**src/rtl/snn_pkg.sv**
```systemverilog
// Shared definitions for the spiking-network datapath blocks.
// Provides default widths, the rate word type and a saturating increment helper.
package snn_pkg;

  localparam int unsigned CntWDef = 8;   // spike count / rate width
  localparam int unsigned WinWDef = 16;  // window length / timer width

  typedef logic [CntWDef-1:0] rate_t;

  // Increment val, clamping at the all-ones value of a width-bit counter.
  function automatic logic [31:0] sat_inc(input logic [31:0] val, input int unsigned width);
    logic [31:0] max_val;
    max_val = (32'd1 << width) - 32'd1;
    return (val >= max_val) ? max_val : val + 32'd1;
  endfunction

endpackage

```
**src/rtl/window_timer.sv**
```systemverilog
// Window timer: counts enabled cycles and pulses close_o in the last enabled cycle of each window.
// Ports:
//   clk_i        clock, rising edge
//   rst_i        synchronous active-high reset
//   en_i         advance enable; timer holds when low
//   window_len_i window length in enabled cycles (0 behaves as 1), latched at window start
//   close_o      high in the close cycle (en_i=1 and timer at L-1)
module window_timer import snn_pkg::*; #(
  parameter int unsigned WIN_W = WinWDef
) (
  input  logic             clk_i,
  input  logic             rst_i,
  input  logic             en_i,
  input  logic [WIN_W-1:0] window_len_i,
  output logic             close_o
);

  logic [WIN_W-1:0] win_cnt_q, win_cnt_d;
  logic [WIN_W-1:0] len_q, len_d;
  logic             start_q, start_d;
  logic [WIN_W-1:0] eff_len;
  logic [WIN_W-1:0] last_cnt;

  // In the first cycle of a window the length comes straight from the input, so a
  // window can also close in that cycle (L of 0 or 1).
  assign eff_len  = start_q ? window_len_i : len_q;
  assign last_cnt = (eff_len == '0) ? '0 : eff_len - WIN_W'(1);
  assign close_o  = en_i && (win_cnt_q == last_cnt);

  always_comb begin
    len_d     = start_q ? window_len_i : len_q;
    start_d   = close_o;
    win_cnt_d = win_cnt_q;
    if (close_o) begin
      win_cnt_d = '0;
    end else if (en_i) begin
      win_cnt_d = win_cnt_q + WIN_W'(1);
    end
  end

  always_ff @(posedge clk_i) begin
    if (rst_i) begin
      win_cnt_q <= '0;
      len_q     <= '0;
      start_q   <= 1'b1;
    end else begin
      win_cnt_q <= win_cnt_d;
      len_q     <= len_d;
      start_q   <= start_d;
    end
  end

endmodule

```
**src/rtl/spike_rate_encoder.sv**
```systemverilog
// Spike rate encoder: counts spikes over fixed windows of enabled cycles and presents each
// window's count on a valid/ready output, flagging counts lost to back-pressure.
// Ports:
//   clk_i          clock, rising edge
//   rst_i          synchronous active-high reset
//   en_i           advance enable; timer and spike count freeze when low
//   spike_i        spike pulse, counted once per enabled cycle it is high
//   window_len_i   window length L in enabled cycles (0 treated as 1)
//   rate_o         spike count of the most recently loaded window
//   rate_valid_o   rate_o holds an unconsumed value
//   rate_ready_i   consumer accepts rate_o when rate_valid_o && rate_ready_i
//   window_tick_o  one-cycle pulse on the edge after each window close
//   overrun_o      sticky: a window closed while the previous rate was pending
//   clr_overrun_i  clears overrun_o (a simultaneous overrun event wins)
module spike_rate_encoder import snn_pkg::*; #(
  parameter int unsigned CNT_W = CntWDef,
  parameter int unsigned WIN_W = WinWDef
) (
  input  logic             clk_i,
  input  logic             rst_i,
  input  logic             en_i,
  input  logic             spike_i,
  input  logic [WIN_W-1:0] window_len_i,
  output logic [CNT_W-1:0] rate_o,
  output logic             rate_valid_o,
  input  logic             rate_ready_i,
  output logic             window_tick_o,
  output logic             overrun_o,
  input  logic             clr_overrun_i
);

  logic             close;
  logic [CNT_W-1:0] spk_cnt_q, spk_cnt_d;
  logic [CNT_W-1:0] rate_q, rate_d;
  logic             valid_q, valid_d;
  logic             tick_q, tick_d;
  logic             overrun_q, overrun_d;
  logic [CNT_W-1:0] spk_inc;
  logic [CNT_W-1:0] count_final;
  logic             accept;
  logic             ovf_evt;

  window_timer #(
    .WIN_W (WIN_W)
  ) u_window_timer (
    .clk_i        (clk_i),
    .rst_i        (rst_i),
    .en_i         (en_i),
    .window_len_i (window_len_i),
    .close_o      (close)
  );

  assign spk_inc     = CNT_W'(sat_inc(32'(spk_cnt_q), CNT_W));
  // Close-cycle spike belongs to the closing window.
  assign count_final = (en_i && spike_i) ? spk_inc : spk_cnt_q;
  assign accept      = valid_q && rate_ready_i;
  assign ovf_evt     = close && valid_q && !rate_ready_i;

  always_comb begin
    spk_cnt_d = spk_cnt_q;
    rate_d    = rate_q;
    valid_d   = valid_q;
    tick_d    = close;
    overrun_d = overrun_q;

    if (close) begin
      spk_cnt_d = '0;
      // Slot is free if empty or being drained this cycle; otherwise the new count is dropped.
      if (!valid_q || rate_ready_i) begin
        rate_d  = count_final;
        valid_d = 1'b1;
      end
    end else begin
      if (en_i && spike_i) begin
        spk_cnt_d = spk_inc;
      end
      if (accept) begin
        valid_d = 1'b0;
      end
    end

    if (ovf_evt) begin
      overrun_d = 1'b1;
    end else if (clr_overrun_i) begin
      overrun_d = 1'b0;
    end
  end

  always_ff @(posedge clk_i) begin
    if (rst_i) begin
      spk_cnt_q <= '0;
      rate_q    <= '0;
      valid_q   <= 1'b0;
      tick_q    <= 1'b0;
      overrun_q <= 1'b0;
    end else begin
      spk_cnt_q <= spk_cnt_d;
      rate_q    <= rate_d;
      valid_q   <= valid_d;
      tick_q    <= tick_d;
      overrun_q <= overrun_d;
    end
  end

  assign rate_o        = rate_q;
  assign rate_valid_o  = valid_q;
  assign window_tick_o = tick_q;
  assign overrun_o     = overrun_q;

endmodule

```
**config.mk**
```make
export PLATFORM = sky130hd
export DESIGN_NAME = spike_rate_encoder
export DESIGN_NICKNAME = d
export VERILOG_FILES = /design/src/rtl/snn_pkg.sv /design/src/rtl/window_timer.sv /design/src/rtl/spike_rate_encoder.sv
export SDC_FILE = /design/constraint.sdc
export NUM_CORES = 1
export LEC_CHECK = 0
export CAP_MARGIN = 10
export CORE_MARGIN = 3
export CORE_UTILIZATION = 25
export CTS_BUF_LIST = sky130_fd_sc_hd__clkbuf_4 sky130_fd_sc_hd__clkbuf_8
export CTS_CLUSTER_SIZE = 24
export DETAILED_ROUTE_END_ITERATION = 8
export HOLD_SLACK_MARGIN = 0.02
export PLACE_DENSITY = 0.44
export SLEW_MARGIN = 10
export SYNTH_ARGS = -nofsm -noshare
export SYNTH_HDL_FRONTEND = slang
export SYNTH_HIERARCHICAL = 1
export SYNTH_SLANG_ARGS = --single-unit
```
**constraint.sdc**
```tcl
create_clock -name clk_i -period 4.1 [get_ports clk_i]
set_clock_uncertainty 0.2 [all_clocks]
set_input_delay 1.025 -clock clk_i [delete_from_list [all_inputs] [get_ports clk_i]]
set_output_delay 1.025 -clock clk_i [all_outputs]
set_load 0.02 [all_outputs]
```
Fig. 1: run 1, sequential cells grouped by signal name
The bar under the picture is 20 µm long.
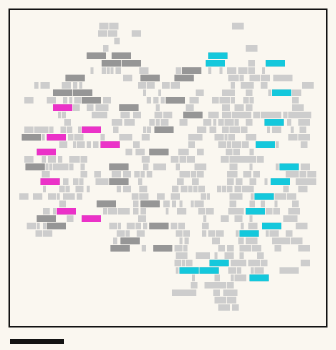
magenta -> spk_cnt_q  # flops 8, where west
cyan -> u_window_timer/len_q  # flops 16
fraction of area in registers: 25.05%
Seq. pwr: 536 µW
FF/Latch Area: 1041 µm²
final core utilization: 35.78%

Fig. 2: run 1, the metal 3 layer
The bar under the picture is 20 µm long.
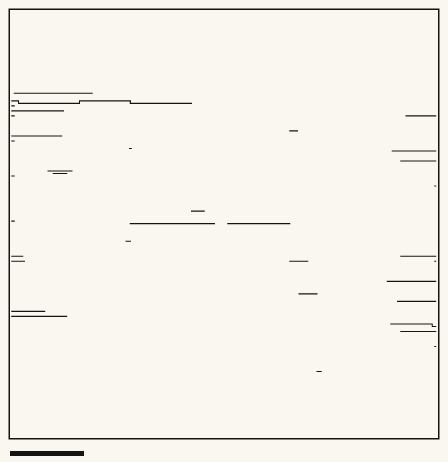
main direction = horizontal
longest straight run = 22.8 µm
nets with wire on the layer = 27
wire length on this layer = 286 µm
share of all routed wire = 3.6%

Fig. 3: run 1, cell density map
12 x 12 tiles, from white (low) to dark blue (high), 0 to 100% covered.
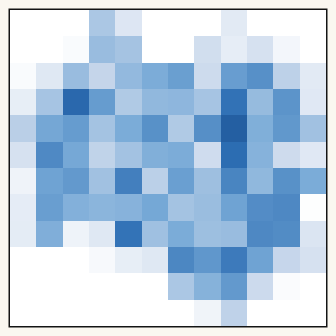
mean over tiles = 30%
tiles over 75% full = 2.1%
nearly empty tiles = 24%
emptiest ninth of the die = south-west
fullest tile = 81%
fp_density: 26.09%
Core Region: 11610 µm²

==> Changelog: implementation, run 1 <==
### Metrics

* Final Slew Violations at 0
* Ys cells at 336
* Hold Violations, Final at 0
* Non-Filler Instances at 552
* Largest net degree at the start of global routing at 34
* Area leader share at 34.35%
* Final nets at 433
* Critical Path Source: window_len_i[15]
* Least-Margin Pin Slew at 0.6996 ns
* Synth area leader: dfxtp_1
* Post-synthesis async set-or-reset flop share at 0%
* Total die area at 13480 µm²
* Post-cts gate resize count at 7
* Switching Share at around 29%
* CP Class: in -> reg
* Clock tree from TritonCTS: built
* # DRC at 0
* Pwr Density at 261.5 nW/µm²
* # Max-Cap Violations at 0
* Hold_ws at 0.2695 ns
* Via-to-Cell Ratio at ~5
* CTS clock-pin slew for the worst setup and hold paths at 0.10 ns
* Final HPWL DP at 5833 µm
* Post-CTS setup buffers at 0
* Met3 usage at 2.850%
* Hold path start: rate_o[2]
* Well tap count at ~140
* Int Power at 772.6 µW
* Status: finished clean
* Antenna Nets Post-Route at 0
* Clock Sinks at 52
* Switching power at about 310 µW
* Tcrit/Tclk final at 97.09%
* Met1 Use GR at 15.76%
* Most Crowded Layer GR: met2
* Post-synth regs at 52
* YS chip area at 3030 µm²
* H-tree depth at 2
==> run 1: power by group through the flow <==
stage	Sequential (µW)	Clock, µW	Combinational (µW)
2_1_floorplan	539	0	125
3_3_place_gp	546	0	212
3_5_place_dp	546	0	212
4_1_cts	535	331	217
5_1_grt	539	351	262
6_report	536	314	237
==> run 1: through the flow <==
| stage | setup slack (ns) | total power (µW) |
|---|---|---|
| floorplan | 0.01225 | 663.8 |
| global placement | -0.4264 | 758.5 |
| detailed placement | -0.4429 | 758.6 |
| CTS | 0.004993 | 1083 |
| global route | -0.03062 | 1152 |
| finish | 0.1192 | 1087 |
==> run 1: registers in the layout (all words and copies together) (netlist names) <==
name / flops
overrun_o: 1
window_tick_o: 1
rate_valid_o: 1
rate_o: 8
u_window_timer/start_q: 1
spk_cnt_q: 8
u_window_timer/win_cnt_q: 16
u_window_timer/len_q: 16
==> run 1: logic make-up (layout without fill, tap and decap cells) <==
group | Yosys count | count (layout) | share of synthesized area [%]
AND-OR/OR-AND | 55 | 55 | 13.63
adder cells (fa/ha/maj) | 3 | 3 | 1.239
XOR/XNOR | 32 | 32 | 9.248
AND/OR/NAND/NOR | 148 | 148 | 29.11
multiplexers | 25 | 25 | 8.464
flip-flops | 52 | 52 | 34.35
buffers and inverters | 21 | 94 | 3.963
==> run 1: cells in the final DEF, fill, tap and decap left out, types with 3 or more instances in the layout <==
| cell | synthesis | routed |
|---|---|---|
| dlymetal6s2s_1 | 0 | 12 |
| buf_6 | 3 | 3 |
| nor4_1 | 7 | 4 |
| o211ai_1 | 4 | 4 |
| o21ai_0 | 8 | 8 |
| mux2i_1 | 20 | 18 |
| nor2b_1 | 5 | 4 |
| nor2_1 | 37 | 36 |
| a21oi_1 | 8 | 8 |
| o31ai_1 | 4 | 4 |
| mux2_2 | 5 | 4 |
| nor3_2 | 8 | 11 |
| nor3b_2 | 0 | 3 |
| clkdlybuf4s50_1 | 0 | 19 |
| a211oi_1 | 5 | 5 |
| xor2_1 | 16 | 16 |
| buf_4 | 1 | 46 |
| nand4_1 | 5 | 5 |
| nor3_1 | 21 | 18 |
| dfxtp_1 | 52 | 52 |
| nand2_1 | 13 | 13 |
| nand3_1 | 12 | 12 |
| xnor2_1 | 16 | 14 |
| and3_1 | 8 | 8 |
| clkbuf_8 | 0 | 5 |
| nor3b_1 | 7 | 3 |
==> run 1: critical path, cell delays in order <==
cell            delay (ns)
dlymetal6s2s_1        0.14
or4b_4                0.55
a2bb2o_4              0.25
or3_4                 0.42
o32a_1                0.37
a2111oi_2             0.32
and4b_2               0.31
buf_4                 0.12
buf_6                 0.15
nand2b_2              0.12
nand3b_1              0.12
o41ai_2               0.07
==> run 1: final timing paths <==
kind,end,slack [ns],cells past startpoint
worst max register to register,rate_o[7],0.18,11
worst max-delay path,rate_o[7],0.12,12
worst min register to register,rate_o[2],0.27,2
worst min-delay path,rate_o[2],0.27,2
==> run 1: routing by layer <==
metal / wire (µm) / up-vias / part of all wire [%]
met5: 0 / - / 0
met4: 110 / 0 / 1.4
met3: 285 / 10 / 3.6
met2: 3720 / 38 / 47
met1: 3808 / 1288 / 48
li1: - / 1377 / -
Fig. 4: run 1, placed standard cells
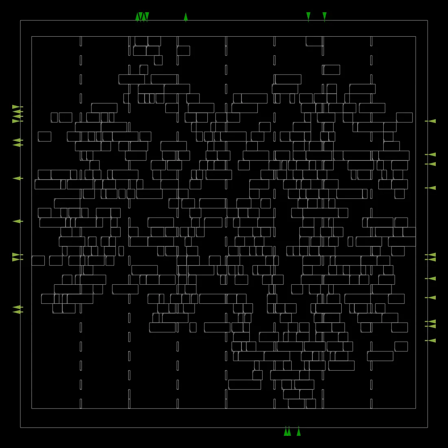

==> run 2: changes to the inputs <==
--- a/config.mk
+++ b/config.mk
@@ -7,12 +7,12 @@
 export LEC_CHECK = 0
 export CAP_MARGIN = 10
 export CORE_MARGIN = 3
-export CORE_UTILIZATION = 25
+export CORE_UTILIZATION = 53
 export CTS_BUF_LIST = sky130_fd_sc_hd__clkbuf_4 sky130_fd_sc_hd__clkbuf_8
 export CTS_CLUSTER_SIZE = 24
 export DETAILED_ROUTE_END_ITERATION = 8
 export HOLD_SLACK_MARGIN = 0.02
-export PLACE_DENSITY = 0.44
+export PLACE_DENSITY = 0.8
 export SLEW_MARGIN = 10
 export SYNTH_ARGS = -nofsm -noshare
 export SYNTH_HDL_FRONTEND = slang
Fig. 5: run 2, placed standard cells
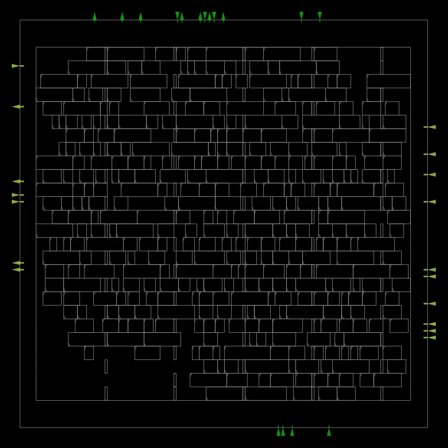
FF+latch count: 52
well tap count: 70
num rows: 26

==> Changelog: implementation, run 2 <==
### Metrics

* Clock Sinks at 52 (unchanged)
* Met3 usage at 3.399% (was 2.850%)
* Setup ws final at 0.08319 ns (was 0.1192 ns)
* Synth top cell by count: dfxtp_1 (unchanged)
* Hold_ws at 0.2753 ns (was 0.2695 ns)
* Horiz. Die Dim at 81.62 µm (was 116.1 µm)
* Post-synthesis async set-or-reset flop share at 0% (unchanged)
* Cell mode on critical path: buf_4
* Final core utilization at 72.96% (was 35.78%)
* Final nets at 421 (was 433)
* Status: finished clean (unchanged)
* Biggest regs: u_window_timer/len_q (16), u_window_timer/win_cnt_q (16) (unchanged)
* Post-synth regs at 52 (unchanged)
* Most common logic cell in the routed design: dfxtp_1 (unchanged)
* Pwr Density at 275.5 nW/µm² (was 261.5 nW/µm²)
* Most Crowded Layer GR: met2 (unchanged)
* Post-Syn Area at 3030 µm² (unchanged)
* Total die area at 6661 µm² (was 13480 µm²)
* CTS clock-pin slew for the worst setup and hold paths at 0.10 ns (about the same)
* Crit path max fanout at 6 (was 12)
* Antenna Nets Post-Route at 0 (unchanged)
* H-tree depth at 2 (unchanged)
* YS chip area at 3030 µm² (unchanged)
* Clock tree from TritonCTS: built (unchanged)
* Top cells excl fill/tap: dfxtp_1 (52), buf_4 (39), nor2_1 (37) (was dfxtp_1 (52), buf_4 (46), nor2_1 (36))
* Met1 Use GR at 27.46% (was 15.76%)
* Cells along the critical path: clkdlybuf4s50_1 -> nor4b_2 -> buf_4 -> nor2_1 -> or3b_1 -> xnor2_1 -> o22ai_1 -> a2111oi_2 -> and4b_2 -> buf_4 -> nand2b_1 -> nand3b_1 -> o41ai_2 (was dlymetal6s2s_1 -> or4b_4 -> a2bb2o_4 -> or3_4 -> o32a_1 -> a2111oi_2 -> and4b_2 -> buf_4 -> buf_6 -> nand2b_2 -> nand3b_1 -> o41ai_2)
* Placed Area at 3597 µm² (was 3781 µm²)
* Ys cells at 336 (unchanged)
* Largest net degree at the start of global routing at 48 (was 34)
* # Max-Cap Violations at 0 (unchanged)
* Area leader share at 34.35% (unchanged)
* Tcrit/Tclk final at 97.97% (was 97.09%)
* Dpl ws at -0.3649 ns (was -0.4429 ns)
* Main area contributors: dfxtp_1 (34%), mux2i_1 (6.6%), xnor2_1 (4.6%) (unchanged)
* Least-Margin Pin Slew at 0.9337 ns (was 0.6996 ns)
* Fp_density at 57.15% (was 26.09%)
* Critical Path Source: window_len_i[7] (was window_len_i[15])
* CP Class: in -> reg (unchanged)
* Cell with the largest stage delay on the worst path: clkdlybuf4s50_1 (was or4b_4)
* Hold path start: rate_o[4] (was rate_o[2])
* Final Slew Violations at 0 (unchanged)
* Final HPWL DP at 5361 µm (was 5833 µm)
* Core Region at 5303 µm² (was 11610 µm²)
run 2: netlist changes by cell type in the layout (fill, tap and decap cells not counted), moves of 2 or more:
cell             delta
nor4_1              +2
dlymetal6s2s_1      -7
nor3b_1             +3
buf_4               -7
nor3b_2             -2
buf_6               -2
clkdlybuf4s50_1     +7
buf_12              -2
run 2: worst paths after layout:
check,cells past startpoint,to,slack [ns]
setup / recovery,13,rate_o[7],0.08
hold / removal,2,rate_o[4],0.28
setup reg to reg,12,rate_o[7],0.44
hold reg to reg,2,rate_o[4],0.28
run 2: logic make-up after synthesis:
group | Yosys count | synth area share [%]
simple gates | 148 | 29.11
compound gates | 55 | 13.63
flops | 52 | 34.35
xor+xnor | 32 | 9.248
mux | 25 | 8.464
buf+inv | 21 | 3.963
fa+ha+maj | 3 | 1.239
run 2: worst max-delay path: cells and delay by family:
family                 cells  cell delay (ns)
AND/OR/NAND/NOR            6             1.46
XOR/XNOR                   1             0.21
AND-OR/OR-AND              3             0.55
buffers and inverters      3             0.76
run 2: final cells by class:
class	count	area, µm²	share of cell area, %
clock inverters	3	27.53	0.7115
well taps	70	87.58	2.264
inverters	2	7.507	0.1940
repair buffers	72	631.9	16.33
clock buffers	5	68.82	1.779
multi-input cells	263	2004	51.81
flip-flops and latches	52	1041	26.91
run 2: through the flow:
| step | std cells | TNS (ns) | power (µW) |
|---|---|---|---|
| after floorplan | 336 | 0 | 663.8 |
| after global placement | 455 | -5.825 | 736.1 |
| after detailed placement | 455 | -6.657 | 741.9 |
| after CTS | 463 | 0 | 1060 |
| after global routing | 467 | -0.5008 | 1115 |
| final | 467 | 0 | 1066 |
run 2: report_power, final:
part / internal (µW) / switching (µW)
registers: 518 / 16.7
clock network: 126 / 187
logic: 112 / 106
total: 756 / 310
run 2: repair_timing:
action                                  4_1_cts  5_1_grt
gates resized                                 3       29
setup buffers                                 0        3
gates cloned                                  0        1
endpoints found under the hold margin         0        0
endpoints found under the setup margin        4       23
pin swaps                                     1        7
run 2: routing by layer:
| layer | vias to the layer above | share of wire [%] |
|---|---|---|
| met1 | 1287 | 44 |
| met4 | 0 | 0.85 |
| met3 | 6 | 3.5 |
| met2 | 51 | 52 |
| li1 | 1360 | - |
| met5 | - | 0 |
Fig. 6: run 2, placement by cell class
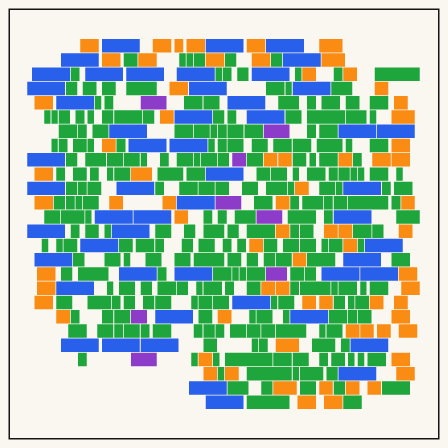

==> run 3: changes to the inputs <==
--- a/config.mk
+++ b/config.mk
@@ -6,6 +6,7 @@
 export NUM_CORES = 1
 export LEC_CHECK = 0
 export CAP_MARGIN = 10
+export CORE_ASPECT_RATIO = 1.4
 export CORE_MARGIN = 3
 export CORE_UTILIZATION = 53
 export CTS_BUF_LIST = sky130_fd_sc_hd__clkbuf_4 sky130_fd_sc_hd__clkbuf_8
==> constraint.sdc (replaced) <==
create_clock -name clk_i -period 4.1 [get_ports clk_i]
set_clock_uncertainty 0.2 [all_clocks]
set_input_delay 1.025 -clock clk_i [delete_from_list [all_inputs] [get_ports clk_i]]
set_output_delay 1.025 -clock clk_i [all_outputs]
set_load 0.05 [all_outputs]
Fig. 7: run 3, placement by cell class
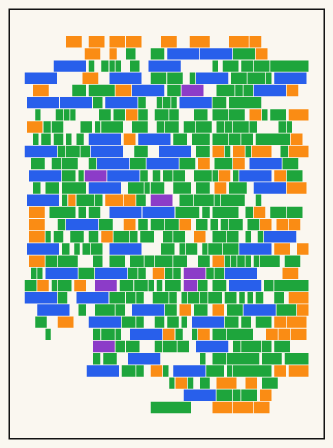
blue -> flops  # cells 52
orange -> other buffers and delay cells  # cells 75
purple -> clock drivers and dummy loads  # cells 7
green -> combinational and other logic  # cells 265
final core utilization: 73.17%
fraction of area in registers: 26.58%
num rows: 31
Core Region: 5353 µm²
post-route cell area: 3916 µm²

==> Changelog: implementation, run 3 <==
### Metrics

* Status: finished clean (unchanged)
* Clock tree from TritonCTS: built (unchanged)
* Syn. warnings at 6 (unchanged)
* CP Class: in -> reg (unchanged)
* Non-Filler Instances at 465 (was 467)
* Synth area leader: dfxtp_1 (unchanged)
* # DRC at 0 (unchanged)
* Dpl ws at -0.4367 ns (was -0.3649 ns)
* H-tree depth at 2 (unchanged)
* CTS clock-pin slew for the worst setup and hold paths at 0.09 ns (was 0.10 ns)
* Hold Violations, Final at 0 (unchanged)
* # Max-Cap Violations at 0 (unchanged)
* Pwr Density at 272.4 nW/µm² (was 275.5 nW/µm²)
* Min-delay worst type: reg -> reg (unchanged)
* Unique masters post-synth at 65 (unchanged)
* Top cells excl fill/tap: dfxtp_1 (52), buf_4 (41), nor2_1 (37) (was dfxtp_1 (52), buf_4 (39), nor2_1 (37))
* Tcrit/Tclk final at 95.76% (was 97.97%)
* Routability cong. at 0.8690 (was 0.9164)
* Flop2flop setup slack at 0.25 ns (was 0.44 ns)
* Least-Margin Pin Slew at 0.6247 ns (was 0.9337 ns)
* Met1 wire length at 2955 µm (was 3265 µm)
* Area leader share at 34.35% (unchanged)
* YS chip area at 3030 µm² (unchanged)
* Placed Area at 3600 µm² (was 3597 µm²)
* Crit path max fanout at 5 (was 6)
* Setup ws final at 0.1737 ns (was 0.08319 ns)
* Antenna Nets Post-Route at 0 (unchanged)
* Post-synthesis async set-or-reset flop share at 0% (unchanged)
* Fp_density at 56.62% (was 57.15%)
* Routed wl met2 at 4210 µm (was 3824 µm)
* CP startpoint kind: input pin (unchanged)
* Post-Syn Area at 3030 µm² (unchanged)
* Final nets at 424 (was 421)
* Ys cells at 336 (unchanged)
* Final Slew Violations at 0 (unchanged)
* Most common logic cell in the routed design: dfxtp_1 (unchanged)
* Most common library cells after synthesis: dfxtp_1 (52), nor2_1 (37), nor3_1 (21) (unchanged)
* Clock Sinks at 52 (unchanged)
* Sequential area share after synthesis at 34.35% (unchanged)
* Post-synth regs at 52 (unchanged)
* Cell with the largest stage delay on the worst path: clkdlybuf4s50_1 (unchanged)
* Highest routed layer: met4 (unchanged)
* Synth top cell by count: dfxtp_1 (unchanged)
* Via count at 2830 (was 2704)
* Biggest regs: u_window_timer/len_q (16), u_window_timer/win_cnt_q (16) (unchanged)
* Final HPWL DP at 5493 µm (was 5361 µm)
* Critical Path Sink Type: flip-flop (unchanged)
* Via-to-Cell Ratio at 6.086 (was 5.790)
* Total die area at 6674 µm² (was 6661 µm²)
* Cells along the critical path: clkdlybuf4s50_1 -> nor3b_2 -> o22ai_4 -> or3b_4 -> xnor2_2 -> o22ai_2 -> a2111oi_2 -> and4b_2 -> nor2b_4 -> buf_6 -> nor2_1 -> a311oi_2 (was clkdlybuf4s50_1 -> nor4b_2 -> buf_4 -> nor2_1 -> or3b_1 -> xnor2_1 -> o22ai_1 -> a2111oi_2 -> and4b_2 -> buf_4 -> nand2b_1 -> nand3b_1 -> o41ai_2)
* Drt first pass iters at 5 (unchanged)
* Required time of the critical path at 4.14 ns (was 4.08 ns)
* Largest net degree at the start of global routing at 26 (was 48)
* Placed cells at 452 (was 455)
* Hold_buf cts at 0 (unchanged)
* Horiz. Die Dim at 69.91 µm (was 81.62 µm)
* Main area contributors: dfxtp_1 (34%), mux2i_1 (6.6%), xnor2_1 (4.6%) (unchanged)
* Die extent in y at 95.47 µm (was 81.62 µm)
* Met3 WL at 397 µm (was 256 µm)
* Crit path largest cell delay at 0.50 ns (was 0.45 ns)
* Vias in the first global route at 2737 (was 2580)
* Layout cells sized above 1 at 24.81% (was 23.43%)
* Ports at 33 (unchanged)
* Setup TNS at 0 ns (unchanged)
## run 3: cell types whose count changed in the layout (fill, tap and decap cells not counted), sizes merged
cell / previous run / this run
clkinvlp: 1 / 0
clkbuf: 5 / 7
dlymetal6s2s: 5 / 12
buf: 41 / 43
clkdlybuf4s50: 26 / 19
inv: 3 / 2
## run 3: power by group
group / total (µW) / switching, µW / internal (µW)
registers: 535 / 16.6 / 518
logic: 225 / 110 / 115
clock network: 307 / 172 / 135
total: 1070 / 299 / 768
## run 3: cells by family (layout without fill, tap and decap cells)
kind of cell               after synthesis  count (layout)  share of synthesized area, %
muxes                                   25              25                         8.464
AOI/OAI and AO/OA                       55              55                         13.63
xor gates and xnor gates                32              32                         9.248
adders and majority gates                3               3                         1.239
buffers and inverters                   21              84                         3.963
and+or+nand+nor                        148             148                         29.11
DFF                                     52              52                         34.35
## run 3: metal layers
layer / vias to the layer above / global-route usage (%)
li1: 1367 / -
met1: 1350 / 25.42
met2: 97 / 44.01
met3: 16 / 3.903
met4: 0 / 9.585
met5: - / 0
## run 3: layout make-up
class | instances | area [µm²]
multi-input cells | 263 | 2024
fillers | 393 | 1436
flip-flops and latches | 52 | 1041
repair buffers | 75 | 669.4
clock buffers | 6 | 82.58
well taps | 66 | 82.58
clock inverters | 1 | 8.758
inverters | 2 | 7.507
## run 3: repair_timing
item,CTS,global route
cloned,1,0
pin swaps,1,14
endpoints found under the setup margin,8,20
setup buffers,2,3
gates resized,8,35
## run 3: final timing paths
check                                             from        end  cells after the start
worst max-delay path                   window_len_i[4]  rate_o[5]                     12
worst min-delay path                         rate_o[4]  rate_o[4]                      2
worst max register to register  u_window_timer/start_q  rate_o[5]                     11
worst min register to register               rate_o[4]  rate_o[4]                      2
## run 3: worst max-delay path: cells and delay by family
kind / cells / cell delay [ns]
compound gates: 4 / 0.82
xor+xnor: 1 / 0.22
buf+inv: 2 / 0.63
simple gates: 5 / 1.26
## run 3: metrics by stage
step,total power [µW],hold WS [ns]
after floorplan,664.0,0.2911
after global placement,739.0,0.2654
after detailed placement,744.2,0.2561
after CTS,1045,0.2759
after global routing,1107,0.3060
final,1067,0.2759
Power figures rest on the tool's default switching activity, not on a simulated workload.
